**Run 1: signal metal coverage by tile**

Bar = 10 um. 8 x 9 tiles, from white (low) to dark blue (high), scaled to the fullest tile. Values are wire area over tile area, all layers added.
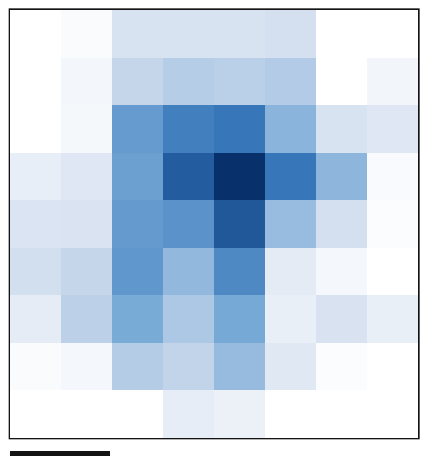
**Run 1: routed metal, one colour a layer**

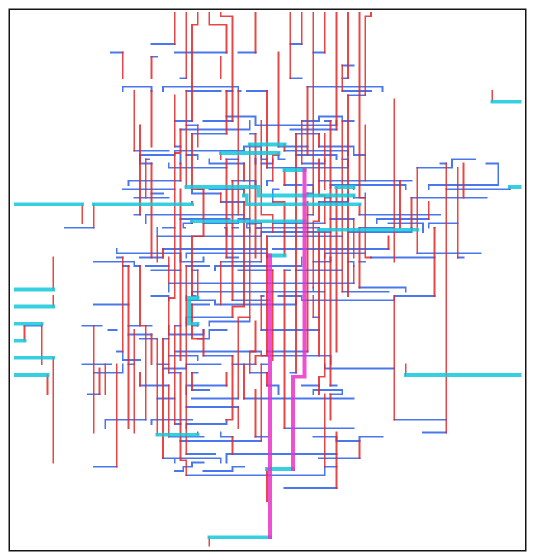
**Run 1: M3 wires**

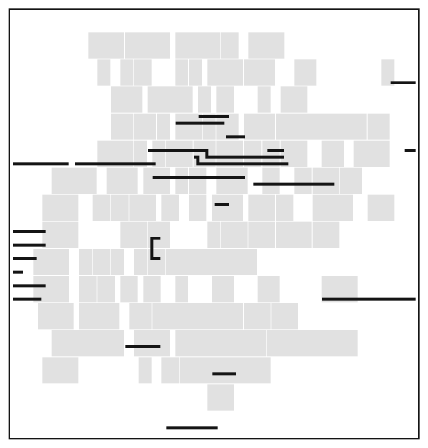
**Run 1: clock routing**

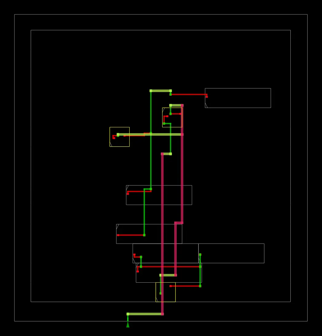
## src/rtl/mc_ctrl_pkg.sv

```systemverilog
// Shared types and constants for the multi-cycle MIPS-subset control sequencer.
package mc_ctrl_pkg;

  localparam int OPC_W   = 6;
  localparam int ALUOP_W = 3;

  typedef enum logic [2:0] {
    ST_IDLE   = 3'd0,
    ST_FETCH  = 3'd1,
    ST_DECODE = 3'd2,
    ST_EXEC   = 3'd3,
    ST_MEM    = 3'd4,
    ST_WB     = 3'd5,
    ST_TRAP   = 3'd6
  } state_e;

  typedef enum logic [2:0] {
    CLS_NONE    = 3'd0,
    CLS_R       = 3'd1,
    CLS_LW      = 3'd2,
    CLS_SW      = 3'd3,
    CLS_BEQ     = 3'd4,
    CLS_ADDI    = 3'd5,
    CLS_ILLEGAL = 3'd6
  } cls_e;

  localparam logic [OPC_W-1:0] OPC_R    = 6'b000000;
  localparam logic [OPC_W-1:0] OPC_LW   = 6'b100011;
  localparam logic [OPC_W-1:0] OPC_SW   = 6'b101011;
  localparam logic [OPC_W-1:0] OPC_BEQ  = 6'b000100;
  localparam logic [OPC_W-1:0] OPC_ADDI = 6'b001000;

  localparam logic [ALUOP_W-1:0] ALUOP_ADD  = 3'b000;
  localparam logic [ALUOP_W-1:0] ALUOP_SUB  = 3'b001;
  localparam logic [ALUOP_W-1:0] ALUOP_FUNC = 3'b010;

endpackage

```

## src/rtl/mc_ctrl_fsm_if.sv

```systemverilog
// Datapath control bundle between the sequencer (master) and the datapath (slave).
interface mc_ctrl_if #(
  parameter int OPC_W   = 6,
  parameter int ALUOP_W = 3
);
  logic [OPC_W-1:0]   opcode;
  logic               zf;
  logic               mem_ready;
  logic               ir_write;
  logic               pc_write;
  logic               pc_src;
  logic               reg_dst;
  logic               alu_src;
  logic [ALUOP_W-1:0] alu_op;
  logic               mem_req;
  logic               mem_write;
  logic               mem_to_reg;
  logic               reg_write;
  logic               instr_done;
  logic               trap;

  modport master (
    input  opcode, zf, mem_ready,
    output ir_write, pc_write, pc_src, reg_dst, alu_src, alu_op,
           mem_req, mem_write, mem_to_reg, reg_write, instr_done, trap
  );

  modport slave (
    output opcode, zf, mem_ready,
    input  ir_write, pc_write, pc_src, reg_dst, alu_src, alu_op,
           mem_req, mem_write, mem_to_reg, reg_write, instr_done, trap
  );
endinterface

```

## src/rtl/mc_opc_decode.sv

```systemverilog
// Combinational opcode-to-instruction-class decoder; unknown opcodes map to ILLEGAL.
module mc_opc_decode
  import mc_ctrl_pkg::*;
#(
  parameter int OPC_W = 6
) (
  input  logic [OPC_W-1:0] opcode,
  output cls_e             cls
);

  // Classify the IR opcode field.
  always_comb begin
    cls = CLS_ILLEGAL;
    case (opcode)
      OPC_R:    cls = CLS_R;
      OPC_LW:   cls = CLS_LW;
      OPC_SW:   cls = CLS_SW;
      OPC_BEQ:  cls = CLS_BEQ;
      OPC_ADDI: cls = CLS_ADDI;
      default:  cls = CLS_ILLEGAL;
    endcase
  end

endmodule

```

## src/rtl/mc_ctrl_fsm.sv

```systemverilog
// Multi-cycle control sequencer (IDLE/FETCH/DECODE/EXEC/MEM/WB/TRAP) for the MIPS-subset datapath.
// Define MC_CTRL_PERF_EN to add the cyc_cnt / ret_cnt performance counters.
module mc_ctrl_fsm
  import mc_ctrl_pkg::*;
#(
  parameter int OPC_W   = 6,
  parameter int ALUOP_W = 3
) (
  input  logic      clk,
  input  logic      rst_n,
  input  logic      run,
  mc_ctrl_if.master bus
`ifdef MC_CTRL_PERF_EN
  ,
  output logic [31:0] cyc_cnt,
  output logic [31:0] ret_cnt
`endif
);

  state_e state_q, state_d;
  cls_e   cls_q, cls_d;
  cls_e   dec_cls_s;

  logic               ir_write_s;
  logic               pc_write_s;
  logic               pc_src_s;
  logic               reg_dst_s;
  logic               alu_src_s;
  logic [ALUOP_W-1:0] alu_op_s;
  logic               mem_req_s;
  logic               mem_write_s;
  logic               mem_to_reg_s;
  logic               reg_write_s;
  logic               instr_done_s;
  logic               trap_s;

  mc_opc_decode #(.OPC_W(OPC_W)) u_dec (
    .opcode (bus.opcode),
    .cls    (dec_cls_s)
  );

  // State and latched instruction class.
  always_ff @(posedge clk or negedge rst_n) begin
    if (!rst_n) begin
      state_q <= ST_IDLE;
      cls_q   <= CLS_NONE;
    end else begin
      state_q <= state_d;
      cls_q   <= cls_d;
    end
  end

  // Next-state logic; the class is captured only in DECODE.
  always_comb begin
    state_d = state_q;
    cls_d   = cls_q;
    case (state_q)
      ST_IDLE: begin
        if (run) state_d = ST_FETCH;
        else     state_d = ST_IDLE;
      end
      ST_FETCH: state_d = ST_DECODE;
      ST_DECODE: begin
        cls_d = dec_cls_s;
        if (dec_cls_s == CLS_ILLEGAL) state_d = ST_TRAP;
        else                          state_d = ST_EXEC;
      end
      ST_EXEC: begin
        case (cls_q)
          CLS_BEQ: begin
            if (run) state_d = ST_FETCH;
            else     state_d = ST_IDLE;
          end
          CLS_R, CLS_ADDI: state_d = ST_WB;
          CLS_LW, CLS_SW:  state_d = ST_MEM;
          default:         state_d = ST_TRAP;
        endcase
      end
      ST_MEM: begin
        if (!bus.mem_ready) begin
          state_d = ST_MEM;
        end else if (cls_q == CLS_SW) begin
          if (run) state_d = ST_FETCH;
          else     state_d = ST_IDLE;
        end else begin
          state_d = ST_WB;
        end
      end
      ST_WB: begin
        if (run) state_d = ST_FETCH;
        else     state_d = ST_IDLE;
      end
      ST_TRAP: state_d = ST_TRAP;
      default: state_d = ST_IDLE;
    endcase
  end

  // Output decode from state and class; zf and mem_ready are the only Mealy inputs.
  always_comb begin
    ir_write_s   = 1'b0;
    pc_write_s   = 1'b0;
    pc_src_s     = 1'b0;
    reg_dst_s    = 1'b0;
    alu_src_s    = 1'b0;
    alu_op_s     = ALUOP_ADD;
    mem_req_s    = 1'b0;
    mem_write_s  = 1'b0;
    mem_to_reg_s = 1'b0;
    reg_write_s  = 1'b0;
    instr_done_s = 1'b0;
    trap_s       = 1'b0;
    case (state_q)
      ST_FETCH: ir_write_s = 1'b1;
      ST_EXEC: begin
        case (cls_q)
          CLS_R:                   alu_op_s = ALUOP_FUNC;
          CLS_LW, CLS_SW, CLS_ADDI: alu_src_s = 1'b1;
          CLS_BEQ: begin
            alu_op_s     = ALUOP_SUB;
            pc_write_s   = 1'b1;
            pc_src_s     = bus.zf;
            instr_done_s = 1'b1;
          end
          default: alu_op_s = ALUOP_ADD;
        endcase
      end
      ST_MEM: begin
        mem_req_s   = 1'b1;
        mem_write_s = (cls_q == CLS_SW);
        alu_src_s   = 1'b1;
        // A store retires in the very cycle memory accepts it.
        if ((cls_q == CLS_SW) && bus.mem_ready) begin
          pc_write_s   = 1'b1;
          instr_done_s = 1'b1;
        end else begin
          pc_write_s   = 1'b0;
          instr_done_s = 1'b0;
        end
      end
      ST_WB: begin
        reg_write_s  = 1'b1;
        pc_write_s   = 1'b1;
        instr_done_s = 1'b1;
        reg_dst_s    = (cls_q == CLS_R);
        mem_to_reg_s = (cls_q == CLS_LW);
      end
      ST_TRAP: trap_s = 1'b1;
      default: ir_write_s = 1'b0;
    endcase
  end

  assign bus.ir_write   = ir_write_s;
  assign bus.pc_write   = pc_write_s;
  assign bus.pc_src     = pc_src_s;
  assign bus.reg_dst    = reg_dst_s;
  assign bus.alu_src    = alu_src_s;
  assign bus.alu_op     = alu_op_s;
  assign bus.mem_req    = mem_req_s;
  assign bus.mem_write  = mem_write_s;
  assign bus.mem_to_reg = mem_to_reg_s;
  assign bus.reg_write  = reg_write_s;
  assign bus.instr_done = instr_done_s;
  assign bus.trap       = trap_s;

`ifdef MC_CTRL_PERF_EN
  logic [31:0] cyc_cnt_q, cyc_cnt_d;
  logic [31:0] ret_cnt_q, ret_cnt_d;
  logic        busy_s;

  assign busy_s = (state_q != ST_IDLE) && (state_q != ST_TRAP);

  // Counter updates; both wrap naturally at 2^32.
  always_comb begin
    cyc_cnt_d = cyc_cnt_q;
    ret_cnt_d = ret_cnt_q;
    if (busy_s) cyc_cnt_d = cyc_cnt_q + 32'd1;
    else        cyc_cnt_d = cyc_cnt_q;
    if (instr_done_s) ret_cnt_d = ret_cnt_q + 32'd1;
    else              ret_cnt_d = ret_cnt_q;
  end

  // Counter registers.
  always_ff @(posedge clk or negedge rst_n) begin
    if (!rst_n) begin
      cyc_cnt_q <= 32'd0;
      ret_cnt_q <= 32'd0;
    end else begin
      cyc_cnt_q <= cyc_cnt_d;
      ret_cnt_q <= ret_cnt_d;
    end
  end

  assign cyc_cnt = cyc_cnt_q;
  assign ret_cnt = ret_cnt_q;
`endif

endmodule
```

## src/flat_wrapper.sv

```systemverilog
// flat-port wrapper written by rule: the top's interface ports become plain ports
module mc_ctrl_fsm_flat import mc_ctrl_pkg::*;
#(
  parameter int OPC_W   = 6,
  parameter int ALUOP_W = 3
)
  (clk, rst_n, run, bus_opcode, bus_zf, bus_mem_ready, bus_ir_write, bus_pc_write, bus_pc_src, bus_reg_dst, bus_alu_src, bus_alu_op, bus_mem_req, bus_mem_write, bus_mem_to_reg, bus_reg_write, bus_instr_done, bus_trap);
  mc_ctrl_if #(.OPC_W(OPC_W), .ALUOP_W(ALUOP_W)) bus_i ();
  input  logic clk;
  input  logic rst_n;
  input  logic run;
  input wire logic [$bits(bus_i.opcode)-1:0] bus_opcode;
  input wire logic [$bits(bus_i.zf)-1:0] bus_zf;
  input wire logic [$bits(bus_i.mem_ready)-1:0] bus_mem_ready;
  output wire logic [$bits(bus_i.ir_write)-1:0] bus_ir_write;
  output wire logic [$bits(bus_i.pc_write)-1:0] bus_pc_write;
  output wire logic [$bits(bus_i.pc_src)-1:0] bus_pc_src;
  output wire logic [$bits(bus_i.reg_dst)-1:0] bus_reg_dst;
  output wire logic [$bits(bus_i.alu_src)-1:0] bus_alu_src;
  output wire logic [$bits(bus_i.alu_op)-1:0] bus_alu_op;
  output wire logic [$bits(bus_i.mem_req)-1:0] bus_mem_req;
  output wire logic [$bits(bus_i.mem_write)-1:0] bus_mem_write;
  output wire logic [$bits(bus_i.mem_to_reg)-1:0] bus_mem_to_reg;
  output wire logic [$bits(bus_i.reg_write)-1:0] bus_reg_write;
  output wire logic [$bits(bus_i.instr_done)-1:0] bus_instr_done;
  output wire logic [$bits(bus_i.trap)-1:0] bus_trap;
  assign bus_i.opcode = bus_opcode;
  assign bus_i.zf = bus_zf;
  assign bus_i.mem_ready = bus_mem_ready;
  assign bus_ir_write = bus_i.ir_write;
  assign bus_pc_write = bus_i.pc_write;
  assign bus_pc_src = bus_i.pc_src;
  assign bus_reg_dst = bus_i.reg_dst;
  assign bus_alu_src = bus_i.alu_src;
  assign bus_alu_op = bus_i.alu_op;
  assign bus_mem_req = bus_i.mem_req;
  assign bus_mem_write = bus_i.mem_write;
  assign bus_mem_to_reg = bus_i.mem_to_reg;
  assign bus_reg_write = bus_i.reg_write;
  assign bus_instr_done = bus_i.instr_done;
  assign bus_trap = bus_i.trap;
  mc_ctrl_fsm #(.OPC_W(OPC_W), .ALUOP_W(ALUOP_W)) u_core (.clk(clk), .rst_n(rst_n), .run(run), .bus(bus_i));
endmodule
```

## config.mk

```make
export PLATFORM = sky130hd
export DESIGN_NAME = mc_ctrl_fsm_flat
export DESIGN_NICKNAME = d
export VERILOG_FILES = /design/src/rtl/mc_ctrl_pkg.sv /design/src/rtl/mc_ctrl_fsm_if.sv /design/src/rtl/mc_opc_decode.sv /design/src/rtl/mc_ctrl_fsm.sv /design/src/flat_wrapper.sv
export SDC_FILE = /design/constraint.sdc
export NUM_CORES = 1
export LEC_CHECK = 0
export CORE_AREA = 2 2 39 41
export CTS_BUF_LIST = sky130_fd_sc_hd__clkbuf_4
export CTS_CLUSTER_SIZE = 8
export DETAILED_ROUTE_END_ITERATION = 10
export DIE_AREA = 0 0 41 43
export PLACE_DENSITY = 0.85
export SYNTH_ARGS = -nofsm -noshare
export SYNTH_HDL_FRONTEND = slang
export SYNTH_SLANG_ARGS = --single-unit
```

## constraint.sdc

```tcl
create_clock -name clk -period 2.6 [get_ports clk]
set_clock_uncertainty 0.1 [all_clocks]
set_input_delay 0.78 -clock clk [delete_from_list [all_inputs] [get_ports clk]]
set_output_delay 0.78 -clock clk [all_outputs]
set_load 0.02 [all_outputs]
```

==> results.cfg, run 1 <==
; synthesis and place-and-route metrics
[logic_synthesis]
ys_seq_share = 0.290
mux_area_frac = 0.0193
synthesis.instances = 69
synth_area_per_cell_um2 = 7.51
top_cell_area_share = 0.290

[final_layout]
design_area_um2 = 826
fin_util = 0.597
clock_area_frac = 0.0273
n_all_inverters = 4
seq_share = 0.182
drive_above_1_share = 0.210
n_antenna_cell = 0
flop-count = 6

[die]
core_area_mm2 = 0.00138
nWellTaps = 16
die_h_um = 43

[outcome]
status = complete, no violations

[setup_path]
reg2reg_slack_ns = 1.16
cp.depth = 3
rr_worst_depth = 4
worstPathArrival_ns = 1.67
path_class = primary input to output pin

[sta]
setup_slack_ns = 0.0499
period_needed_ns = 2.55
fin_setup_tns_ns = 0

[route]
wl_met3_um = 105
drtPass1Iterations = 4
met2_length_um = 785

[power_and_ir_drop]
total_power_mw = 0.712
power_switching_mw = 0.322
power_leader = combinational logic
switching_share = 0.453

[clock_network]
path_clk_slew_ns = 0.05
clock_path_buffers = 2

[placed_design]
io_buffers = 23
-- 'signal metal coverage by tile' (at the start) --
mean over tiles	0.15
densest ninth of the die	centre
fullest tile	0.61
nearly empty tiles	21%
Total GRT Usage: 0.210
final wirelength: 1560 um
via count: 623

-- 'routed metal, one colour a layer' (at the start) --
layer	colour	wire length
met2	red	786 um
met4	magenta	47.2 um
met1	blue	627 um
met3	cyan	105 um
routed len/inst: 13.5 um

-- 'M3 wires' (at the start) --
main direction	horizontal
share of all routed wire	6.7%
longest straight run	9.10 um
nets with wire on the layer	21
GRT met3 Usage: 0.0681

-- 'clock routing' (at the start) --
number of clock buffers in the layout: 3
CTS Buf Count: 3
P_clk: 0.0950 mW
clk latency late pin: 0.26 ns

## run 1: layer usage
metal,GRT usage,vias to the layer above
met5,0,-
met4,0.173,0
met3,0.0681,5
met2,0.316,34
met1,0.223,282
li1,-,302
## run 1: flip-flops by register name, indices dropped and copies added (netlist names)
register and flops:
u_core.cls_q 3, u_core.state_q 3
## run 1: synthesized netlist by cell type, drive strengths merged
cell type,count
a2111oi,1
a211o,1
a211oi,2
a21oi,4
a31oi,2
and2,1
buf,3
clkbuf,2
conb,1
dfrtp,6
inv,4
mux2i,1
nand2,1
nand2b,4
nand3,3
nand3b,2
nor2,13
nor2b,1
nor3,4
nor4b,1
o211ai,1
o21ai,6
o22ai,1
o2bb2ai,1
or2,1
or3,2
==> run 1 -> run 2 <==
--- a/config.mk
+++ b/config.mk
@@ -10,6 +10,7 @@
 export CTS_CLUSTER_SIZE = 8
 export DETAILED_ROUTE_END_ITERATION = 10
 export DIE_AREA = 0 0 41 43
+export HOLD_SLACK_MARGIN = 0.06
 export PLACE_DENSITY = 0.85
 export SYNTH_ARGS = -nofsm -noshare
 export SYNTH_HDL_FRONTEND = slang
**Run 2: signal metal coverage by tile**

Bar = 10 um. 8 x 9 tiles, from white (low) to dark blue (high), scaled to the fullest tile. Values are wire area over tile area, all layers added.
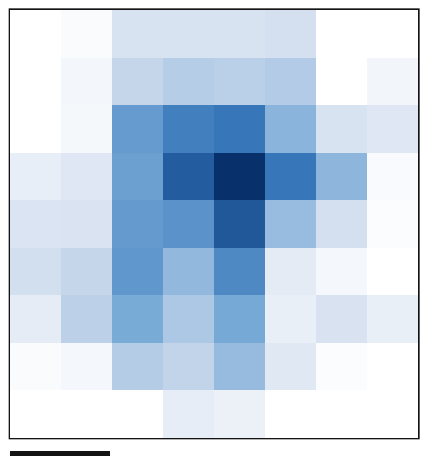
tiles over half the peak	18%
nearly empty tiles	21%
mean over tiles	0.15
densest ninth of the die	centre

**Run 2: routed metal, one colour a layer**

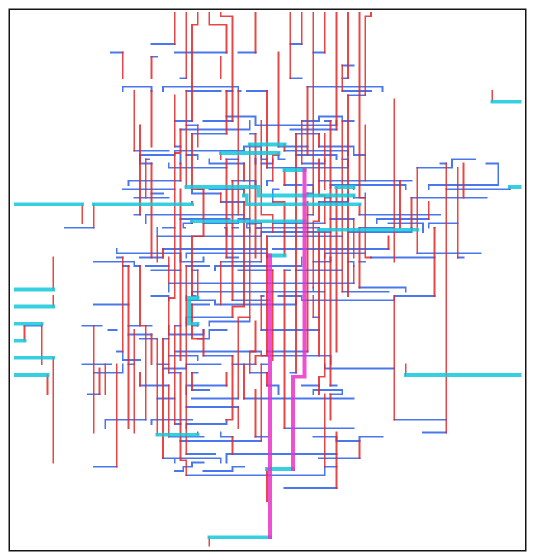
layer	colour	wire length
met4	magenta	47.2 um
met3	cyan	105 um
met1	blue	627 um
met2	red	786 um

==> run 2 against run 1 <==
Net effect:
- highest routed layer unchanged
- critical path type unchanged
- via count stayed put
- critical path depth stayed put
- flip-flop count stayed put
- clock power hardly changed
- hold slack stayed put
==> results.cfg, run 2 <==
; synthesis and place-and-route metrics
[logic_synthesis]
async_flop_share = 1.00
synthesis.instances = 69
ys_seq_share = 0.290
top_cells_by_count = 13 x nor2_1, 6 x dfrtp_1, 5 x o21ai_0
synth-edff-count = 0
synth_area_per_cell_um2 = 7.51
top_cell_area_share = 0.290
synth-main-ff-cell = dfrtp_1
mux_area_frac = 0.0193
synth.most_common_cell = nor2_1
synthesis.nets = 80

[clock_network]
path_clk_slew_ns = 0.05
numCtsBuffers = 3
postCtsSetupRepairBufs = 0
clock_latency_ns = 0.26

[setup_path]
reg2reg_slack_ns = 1.16
path_max_fanout = 2
rr_worst_depth = 4
path_class = primary input to output pin
worstPathArrival_ns = 1.67

[die]
core_area_mm2 = 0.00138
die_w_um = 41
fp_util = 0.374

[global_route]
grt_use_met2 = 0.316
top_usage_layer = met2
grt_pass1_vias = 568
grt_use_met3 = 0.0681

[route]
wire_per_inst_um = 13.5
vias_per_cell = 5.37
ant_nets = 0
wl_met3_um = 105
drtPass1Iterations = 4
postRouteWirelength_um = 1560

[outcome]
status = complete, no violations

[power_and_ir_drop]
power_leader = combinational logic
total_power_mw = 0.712
p_leak_nw = 0.421
switching_share = 0.453
power_switching_mw = 0.322

[sta]
period_needed_ns = 2.55
fin_setup_tns_ns = 0

[final_layout]
top_regs = u_core.cls_q x3, u_core.state_q x3
drive_above_1_share = 0.210
n_antenna_cell = 0
run 2: cell counts after synthesis:
Identical to the previous run, type by type.
run 2: cell type report:
| class | count | share of cell area |
|---|---|---|
| Timing Repair Buffer | 33 | 0.361 |
| Sequential cell | 6 | 0.182 |
| Tap cell | 16 | 0.0242 |
| Clock buffer | 3 | 0.0273 |
| Multi-Input combinational cell | 54 | 0.388 |
| Inverter | 4 | 0.0182 |
run 2: per-stage QoR:
step | setup slack, ns | area [um2] | hold slack (ns) | std cells
after detailed placement | -0.320 | 808 | 0.505 | 113
after global routing | 0.0155 | 826 | 0.551 | 116
after global placement | -0.287 | 808 | 0.483 | 113
final | 0.0499 | 826 | 0.528 | 116
after CTS | -0.0708 | 821 | 0.520 | 116
after floorplan | 0.00591 | 518 | 0.384 | 69
Power figures rest on the tool's default switching activity, not on a simulated workload.
